Design alu_control_sequencer, sky130hd; sources not shown.
### Routing congestion

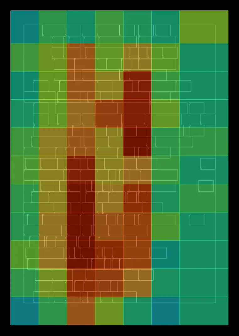
routed length per instance: 16.94 microns
GRT Util Overall: 20.46%
GR Layer Usage met3: 6.602%

### Metal 3

Drawn at 4 px/micron.
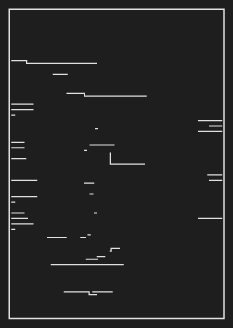
The layer holds 5.1% of the routed length. The wires run mostly horizontal. 30 nets have wire on it. The layer carries 185 microns of wire.
Post-Route WL: 3591 microns
vias: 1109

### Logic cells by family

Drawn at 6 px/micron.
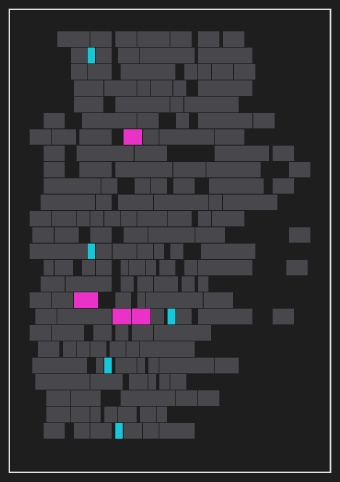
inv cells: drawn in cyan, cells 5. non-inverting ao/oa cells: drawn in magenta, cells 4.
most instantiated logic cell after routing: sky130_fd_sc_hd__clkdlybuf4s50_1
combinational share of cell area: 30.62%
tally of non-filler cells in the final layout: 212

### The metal 2 layer

Drawn at 4 px/micron.
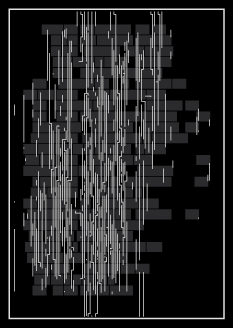
The wires run mostly vertical. The longest straight run is 33.1 microns. The layer holds 56% of the routed length. 161 nets have wire on it. The layer carries 2020 microns of wire.
met2 Usage GRT: 34.15%

### Cells by drive strength

Drawn at 6 px/micron.
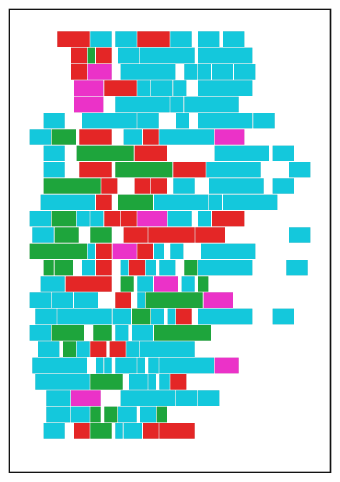
x2: drawn in green, cells 26, share 15%, most used dfrtp_2. x1 and smaller: drawn in cyan, cells 102, share 59%, most used clkdlybuf4s50_1. x3 and x4: drawn in red, cells 34, share 20%, most used buf_4. x6 and larger: drawn in magenta, cells 10, share 5.8%, most used clkbuf_8.
post-route worst setup slack: -0.03426 ns
P&R area growth vs syn: 49.38%
count of buffers not belonging to the clock network in the layout: 60

==> flow_results.org <==
* Flow results

** Die
- The floorplan has 25 rows.
- Vertical extent of the die :: 76.94 microns
- Area of the chip :: 4100 sq um
- Once the floorplan was initialized, standard cells occupied 44.16% of the core.

** Routing
- DRC Markers :: 0
- Iteration-0 DRC Markers :: 36
- Via density :: 5.231
- Antenna violation net count after detailed routing :: 0

** Clock network
- Buffers inserted during clock tree synthesis total 5.
- The tree is rooted in a sky130_fd_sc_hd__clkbuf_8.
- The skew report gives the latency at the later pin of the worst-skew pair as 0.29 ns.
- CTS Hold Buffers Added :: 0
- Level count of the clock H-tree :: 2
- The clock tree has to reach 30 sinks.

** Yosys
- Average footprint of a synthesized cell :: 12.93 sq um
- Top-area cell share :: 53.29%
- Xor+xnor area frac :: 0%
- Mux share of post-synthesis cell area :: 14.83%
- The cell-mix breakdown from Yosys lists the compound-gate area share as 7.638%.
- The number of nets handed over by synthesis was 147.
- Of the synthesized area, sequential elements account for 53.29%.
- The number of cells reported by Yosys stat comes to 109.
- The synthesized netlist contains 39 unique library cells.
- Synthesis area per yosys :: 1409 sq um

** Worst hold path
- Cell depth of the worst min-delay path :: 1

** Power and ir drop
- The worst VDD IR drop from the latest analysis is 581.1 uV.
- Power density cells :: 605.2 nW/um^2

** GRT
- Antenna violations before repair :: 0
- Global route overflow :: 0
- The number of global-route vias before repair was 1186.
- Wire length of the first global-routing pass :: 5871 microns

** Timing
- Unrepaired setup endpoints after global routing :: true
- Crit share post-route :: 101.7%
- Derived from the worst setup path, the maximum achievable clock frequency is 491.6 MHz.
- Across all setup checks in the final design, the least slack found is -0.03426 ns.
- Final count of negative-setup-slack endpoints :: 3
- The smallest clock period supported by the final layout is computed as 2.034 ns.

** Final layout
- Cells with a size suffix above 1 make up 40.70% of the layout.
- Post-layout utilization of the core :: 65.96%

** Setup path
- In the setup report, the worst path falls into the class flip-flop to primary output.
- Worst r2r path cells :: 6
- Setup crit end kind :: primary output
- Crit Path Max Fanout :: 2
- The setup check on the worst reg-to-reg path leaves a slack of 0.19 ns.

** Placed design
- Placed Area :: 1829 sq um
- In this run the tool buffered the top-level ports with 37 buffer cells.

** Run status
- Result of the run :: complete, but fails checks
- Violated checks :: setup timing

** Run
- Stage-log warning count :: 48
## cells in the mapped netlist
library cell and number:
sky130_fd_sc_hd__or3_1 1, sky130_fd_sc_hd__and2_1 6, sky130_fd_sc_hd__buf_2 1, sky130_fd_sc_hd__o31ai_1 1, sky130_fd_sc_hd__and3b_1 1, sky130_fd_sc_hd__nor2b_1 4
sky130_fd_sc_hd__a2111o_1 1, sky130_fd_sc_hd__nand3_1 1, sky130_fd_sc_hd__nor4b_1 3, sky130_fd_sc_hd__and4b_1 2, sky130_fd_sc_hd__o21ai_1 2, sky130_fd_sc_hd__a21oi_1 2
sky130_fd_sc_hd__dfrtp_1 30, sky130_fd_sc_hd__nor4_1 3, sky130_fd_sc_hd__nor2_1 4, sky130_fd_sc_hd__o41ai_2 1, sky130_fd_sc_hd__or2_1 1, sky130_fd_sc_hd__clkbuf_1 1
sky130_fd_sc_hd__mux2_4 8, sky130_fd_sc_hd__nor4_4 2, sky130_fd_sc_hd__a31o_2 1, sky130_fd_sc_hd__a31oi_1 1, sky130_fd_sc_hd__nand2_2 2, sky130_fd_sc_hd__nor3_2 1
sky130_fd_sc_hd__o21ai_0 1, sky130_fd_sc_hd__or3_4 1, sky130_fd_sc_hd__o31a_1 1, sky130_fd_sc_hd__a22o_1 1, sky130_fd_sc_hd__buf_6 1, sky130_fd_sc_hd__mux2_2 3
sky130_fd_sc_hd__nand3_2 1, sky130_fd_sc_hd__buf_4 2, sky130_fd_sc_hd__nand2_1 2, sky130_fd_sc_hd__mux2_1 4, sky130_fd_sc_hd__a211oi_1 2, sky130_fd_sc_hd__inv_1 5
sky130_fd_sc_hd__or2_2 1, sky130_fd_sc_hd__mux2i_1 1, sky130_fd_sc_hd__nand2b_1 3
## metal layers
| metal | wire [microns] | global-route usage (%) | vias to the layer above |
|---|---|---|---|
| li1 | - | - | 517 |
| met1 | 1271 | 20.38 | 533 |
| met2 | 2017 | 34.15 | 45 |
| met3 | 184 | 6.602 | 14 |
| met4 | 117 | 13.81 | 0 |
| met5 | 0 | 0 | - |
## layout make-up
| cell class | count | area, sq um |
|---|---|---|
| fillers | 232 | 1086 |
| flip-flops and latches | 30 | 758.2 |
| multi-input cells | 69 | 644.4 |
| repair buffers | 57 | 508.0 |
| clock buffers | 6 | 82.58 |
| well taps | 40 | 50.05 |
| plain buffers | 3 | 30.03 |
| inverters | 5 | 18.77 |
| clock inverters | 2 | 12.51 |
## critical path: stages (launching register included)
cell,delay (ns)
sky130_fd_sc_hd__dfrtp_2,0.43
sky130_fd_sc_hd__nor4_4,0.34
sky130_fd_sc_hd__nand2_2,0.10
sky130_fd_sc_hd__nor4b_2,0.21
sky130_fd_sc_hd__buf_2,0.17
## kinds of logic after synthesis
| logic type | Yosys count |
|---|---|
| buf+inv | 10 |
| compound gates | 14 |
| mux | 16 |
| flops | 30 |
| simple gates | 39 |
## where the power goes
| part | total (mW) | internal (mW) | leakage (nW) | switching [mW] |
|---|---|---|---|---|
| clock network | 0.509 | 0.276 | 0.0472 | 0.234 |
| registers | 0.635 | 0.620 | 0.382 | 0.0156 |
| logic | 0.129 | 0.0765 | 0.540 | 0.0521 |
Power figures rest on the tool's default switching activity, not on a simulated workload.
